### src/rtl/combo_lock_fsm_if.sv
// rtl/combo_lock_fsm_if.sv - button pulse inputs and lock indicator outputs of the combination lock
interface combo_lock_fsm_if;
  logic       a_pulse;
  logic       b_pulse;
  logic       unlocked;
  logic       error;
  logic       lockout;
  logic [3:0] presses;
  logic [2:0] fails;

  // Driver side: produces button pulses, observes indicators.
  modport master (
    output a_pulse,
    output b_pulse,
    input  unlocked,
    input  error,
    input  lockout,
    input  presses,
    input  fails
  );

  // Lock controller side.
  modport slave (
    input  a_pulse,
    input  b_pulse,
    output unlocked,
    output error,
    output lockout,
    output presses,
    output fails
  );
endinterface

### src/rtl/combo_lock_fsm.sv
// rtl/combo_lock_fsm.sv - Moore combination-lock controller with retry lockout and auto-relock
module combo_lock_fsm #(
  parameter int                  CODE_LEN    = 4,
  parameter logic [CODE_LEN-1:0] CODE        = 4'b0110,
  parameter int                  MAX_TRIES   = 3,
  parameter int                  OPEN_CYCLES = 50,
  parameter int                  LOCK_CYCLES = 100
) (
  input logic              clk,
  input logic              rst_n,
  combo_lock_fsm_if.slave  bus
);

  localparam int TMAX = (OPEN_CYCLES > LOCK_CYCLES) ? OPEN_CYCLES : LOCK_CYCLES;
  localparam int TW   = (TMAX < 2) ? 1 : $clog2(TMAX + 1);

  typedef enum logic [2:0] {
    S_IDLE    = 3'd0,
    S_ENTRY   = 3'd1,
    S_CHECK   = 3'd2,
    S_FAIL    = 3'd3,
    S_OPEN    = 3'd4,
    S_LOCKOUT = 3'd5
  } state_t;

  state_t              state, state_n;
  logic [CODE_LEN-1:0] code_reg, code_n;
  logic                bad, bad_n;
  logic [3:0]          presses_q, presses_n;
  logic [2:0]          fails_q, fails_n;
  logic [TW-1:0]       timer, timer_n;

  logic press;
  logic digit;
  logic invalid;

  // Both buttons in one cycle count as a single press that poisons the attempt.
  assign press   = bus.a_pulse | bus.b_pulse;
  assign digit   = bus.b_pulse & ~bus.a_pulse;
  assign invalid = bus.a_pulse & bus.b_pulse;

  // State and counter registers; reset discards any partial entry.
  always_ff @(posedge clk or negedge rst_n) begin
    if (!rst_n) begin
      state     <= S_IDLE;
      code_reg  <= '0;
      bad       <= 1'b0;
      presses_q <= '0;
      fails_q   <= '0;
      timer     <= '0;
    end else begin
      state     <= state_n;
      code_reg  <= code_n;
      bad       <= bad_n;
      presses_q <= presses_n;
      fails_q   <= fails_n;
      timer     <= timer_n;
    end
  end

  // Next-state and next-counter logic; timers load on entry and count down to zero.
  always_comb begin
    state_n   = state;
    code_n    = code_reg;
    bad_n     = bad;
    presses_n = presses_q;
    fails_n   = fails_q;
    timer_n   = timer;
    case (state)
      S_IDLE, S_ENTRY: begin
        if (press) begin
          code_n = (code_reg << 1) | CODE_LEN'(digit);
          bad_n  = bad | invalid;
          if (presses_q == 4'(CODE_LEN - 1)) begin
            presses_n = '0;
            state_n   = S_CHECK;
          end else begin
            presses_n = presses_q + 4'd1;
            state_n   = S_ENTRY;
          end
        end
      end
      S_CHECK: begin
        if ((code_reg == CODE) && !bad) begin
          state_n = S_OPEN;
          fails_n = '0;
          code_n  = '0;
          timer_n = TW'(OPEN_CYCLES - 1);
        end else begin
          state_n = S_FAIL;
          fails_n = (fails_q == 3'(MAX_TRIES)) ? fails_q : fails_q + 3'd1;
        end
      end
      S_FAIL: begin
        code_n = '0;
        bad_n  = 1'b0;
        if (fails_q == 3'(MAX_TRIES)) begin
          state_n = S_LOCKOUT;
          timer_n = TW'(LOCK_CYCLES - 1);
        end else begin
          state_n = S_IDLE;
        end
      end
      S_OPEN: begin
        // A press here is a manual relock and is not the start of a new attempt.
        if (press || (timer == '0)) begin
          state_n = S_IDLE;
        end else begin
          timer_n = timer - TW'(1);
        end
      end
      S_LOCKOUT: begin
        if (timer == '0) begin
          state_n = S_IDLE;
          fails_n = '0;
        end else begin
          timer_n = timer - TW'(1);
        end
      end
      default: begin
        state_n   = S_IDLE;
        code_n    = '0;
        bad_n     = 1'b0;
        presses_n = '0;
        timer_n   = '0;
      end
    endcase
  end

  assign bus.unlocked = (state == S_OPEN);
  assign bus.error    = (state == S_FAIL);
  assign bus.lockout  = (state == S_LOCKOUT);
  assign bus.presses  = presses_q;
  assign bus.fails    = fails_q;

endmodule

### src/flat_wrapper.sv
// flat-port wrapper written by rule: the top's interface ports become plain ports
module combo_lock_fsm_flat 
#(
  parameter int                  CODE_LEN    = 4,
  parameter logic [CODE_LEN-1:0] CODE        = 4'b0110,
  parameter int                  MAX_TRIES   = 3,
  parameter int                  OPEN_CYCLES = 50,
  parameter int                  LOCK_CYCLES = 100
)
  (clk, rst_n, bus_a_pulse, bus_b_pulse, bus_unlocked, bus_error, bus_lockout, bus_presses, bus_fails);
  combo_lock_fsm_if bus_i ();
  input logic clk;
  input logic rst_n;
  input wire logic [$bits(bus_i.a_pulse)-1:0] bus_a_pulse;
  input wire logic [$bits(bus_i.b_pulse)-1:0] bus_b_pulse;
  output wire logic [$bits(bus_i.unlocked)-1:0] bus_unlocked;
  output wire logic [$bits(bus_i.error)-1:0] bus_error;
  output wire logic [$bits(bus_i.lockout)-1:0] bus_lockout;
  output wire logic [$bits(bus_i.presses)-1:0] bus_presses;
  output wire logic [$bits(bus_i.fails)-1:0] bus_fails;
  assign bus_i.a_pulse = bus_a_pulse;
  assign bus_i.b_pulse = bus_b_pulse;
  assign bus_unlocked = bus_i.unlocked;
  assign bus_error = bus_i.error;
  assign bus_lockout = bus_i.lockout;
  assign bus_presses = bus_i.presses;
  assign bus_fails = bus_i.fails;
  combo_lock_fsm #(.CODE_LEN(CODE_LEN), .CODE(CODE), .MAX_TRIES(MAX_TRIES), .OPEN_CYCLES(OPEN_CYCLES), .LOCK_CYCLES(LOCK_CYCLES)) u_core (.clk(clk), .rst_n(rst_n), .bus(bus_i));
endmodule
### config.mk
export PLATFORM = sky130hd
export DESIGN_NAME = combo_lock_fsm_flat
export DESIGN_NICKNAME = d
export VERILOG_FILES = /design/src/rtl/combo_lock_fsm_if.sv /design/src/rtl/combo_lock_fsm.sv /design/src/flat_wrapper.sv
export SDC_FILE = /design/constraint.sdc
export NUM_CORES = 1
export LEC_CHECK = 0
export CAP_MARGIN = 20
export CORE_MARGIN = 2
export CORE_UTILIZATION = 56
export DETAILED_ROUTE_END_ITERATION = 16
export HOLD_SLACK_MARGIN = 0.05
export PLACE_DENSITY = 0.79
export SLEW_MARGIN = 0
export SYNTH_ARGS = -nofsm -noshare
export SYNTH_HDL_FRONTEND = slang
export SYNTH_SLANG_ARGS = --single-unit
export TNS_END_PERCENT = 5
### constraint.sdc
create_clock -name clk -period 2.4 [get_ports clk]
set_clock_uncertainty 0.15 [all_clocks]
set_input_delay 0.6 -clock clk [delete_from_list [all_inputs] [get_ports clk]]
set_output_delay 0.6 -clock clk [all_outputs]
set_load 0.02 [all_outputs]
Cells colored by class:
Drawn at 6 px/um. Fill, decap, tap and diode cells in gray.
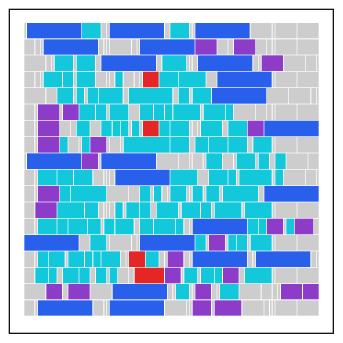
remaining buffers and delay cells: marked purple, cells 25. clock drivers and dummy loads: marked red, cells 4. registers: marked blue, cells 22. remaining logic cells: marked cyan, cells 110.
number of rows created at floorplan: 18
Placeable Area: 2410 sq um
fraction of area in registers: 0.3328

Selected gate families:
Drawn at 6 px/um.
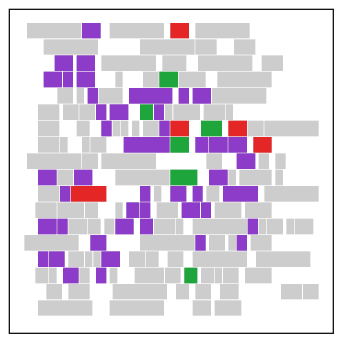
non-inverting ao/oa cells: marked red, cells 5, most used a22o_1. and/or cells: marked green, cells 6. aoi and oai cells: marked purple, cells 45, most used a21oi_1.
most common cell after layout, fill and taps aside: sky130_fd_sc_hd__dfrtp_1
combinational share of cell area: 0.4713
final instance count without filler cells: 191

==> run notes <==
The routed layout has 1,163 vias. The tools report the combined global-route utilization of all metal layers as 0.2381. The power report lists the combinational group at 756 uW. End of the critical path: bus_presses[0].

Number of global-route vias before repair: 1,059. In this design, the stage delay of the slowest critical-path cell is 0.65 ns. The final layout contains 171 nets.

The path with the worst hold slack has its endpoint at u_core.code_reg[3]. The worst supply voltage drop on vdd was 687.8 uV. The post-layout minimum cycle time is 2.199 ns. The capture instance of the worst register-to-register path is u_core.timer[0].

The synth_stat.txt file lists the number of cells as 139. The post-CTS hold buffer count recorded in the log is 0. The run gives 0.6864 as the core utilization of the finished layout. The path type of the worst setup path was reg -> out. The fraction of synthesized cell area taken by the top area cell type is 0.3971. The die is 53.76 um wide.

Number of cells on the worst hold path: 1. For the worst reg-to-reg path, the startpoint reported by OpenROAD is u_core.timer[0]. Per the placement log, port buffering inserted 13 buffers.

Setup repair after global routing left no endpoint under its margin. With the total global routing overflow at 0, the count of placed standard cells including taps is 187. With the fraction of final layout cells with drive strength greater than 1 at 0.1615, the number of different library cells in the post-synthesis netlist is 45. Summed over all nets, the half-perimeter wirelength after detailed placement is 2.153 mm. The run gives 0 for the post-synth tally of flip-flops with integrated enable. STA classifies the critical path startpoint as a flop.

Per the CTS log, the root buffer master is sky130_fd_sc_hd__clkbuf_4. The vertical die dimension reported for this design is 53.76 um. The area fraction in compound gates after synthesis is 0.2861, and the share of the core filled by cells before placement is 0.5753. The total chip power was 1587 uW. The flow ran to the end, and the final reports show no timing, DRC or antenna violations.

The run gives 0 as the number of antenna violations at the first check in global routing. For the tally of nets with antenna violations remaining after routing, the log shows 0. The power per cell area works out to 959.6 nW/um^2. The critical path endpoint has a required time of 1.65 ns. The worst register-to-register path has a depth of 7. In this run, power in flip-flops and latches comes to 617 uW. TritonCTS built the clock tree.
The metal 3 layer:
Drawn at 10 px/um.
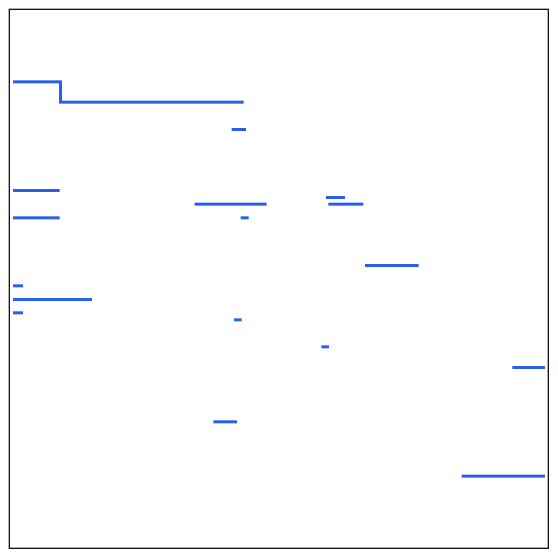
13 nets have wire on it. The longest straight run is 18.2 um.

-- area by class of cell --
type / instances / area, sq um
Clock buffer: 4 / 36.28
Fill cell: 192 / 755.7
Inverter: 8 / 30.03
Multi-Input combinational cell: 102 / 779.5
Sequential cell: 22 / 550.5
Tap cell: 30 / 37.54
Timing Repair Buffer: 25 / 220.2
-- timing repair --
item,CTS,global route
pin swaps,0,0
hold endpoints to repair,0,0
resized,3,1
setup endpoints to repair,1,1
gates cloned,0,0
-- cell usage after synthesis (all sizes together) (3+ instances only) --
cell / count
o21ai: 5
a21oi: 14
buf: 3
nor3: 5
nand2b: 3
nor2b: 4
inv: 8
a22o: 4
mux2i: 3
clkbuf: 4
o221ai: 3
nor3b: 6
nor2: 11
o2bb2ai: 7
nand2: 3
ha: 5
dfrtp: 22
-- layout by cell type, fill, tap and decap left out, types with 3 or more instances in the layout --
cell                               n
sky130_fd_sc_hd__nor3_1            4
sky130_fd_sc_hd__inv_1             8
sky130_fd_sc_hd__o21ai_0           4
sky130_fd_sc_hd__clkbuf_4          3
sky130_fd_sc_hd__a22o_1            4
sky130_fd_sc_hd__o221ai_1          3
sky130_fd_sc_hd__nor2b_1           3
sky130_fd_sc_hd__ha_1              5
sky130_fd_sc_hd__a21oi_1          14
sky130_fd_sc_hd__o2bb2ai_1         7
sky130_fd_sc_hd__nor2_1           11
sky130_fd_sc_hd__buf_4            12
sky130_fd_sc_hd__dfrtp_1          22
sky130_fd_sc_hd__nand2_1           3
sky130_fd_sc_hd__nand2b_1          3
sky130_fd_sc_hd__nor3b_1           5
sky130_fd_sc_hd__clkdlybuf4s50_1  10
sky130_fd_sc_hd__mux2i_1           3
-- per-layer routing --
metal	track usage	vias to the layer above
met3	0.03611	6
met5	0	-
met4	0.1068	0
met1	0.3240	560
met2	0.3720	21
li1	-	576
No activity file was given, so power comes from the tool's default toggle rates.
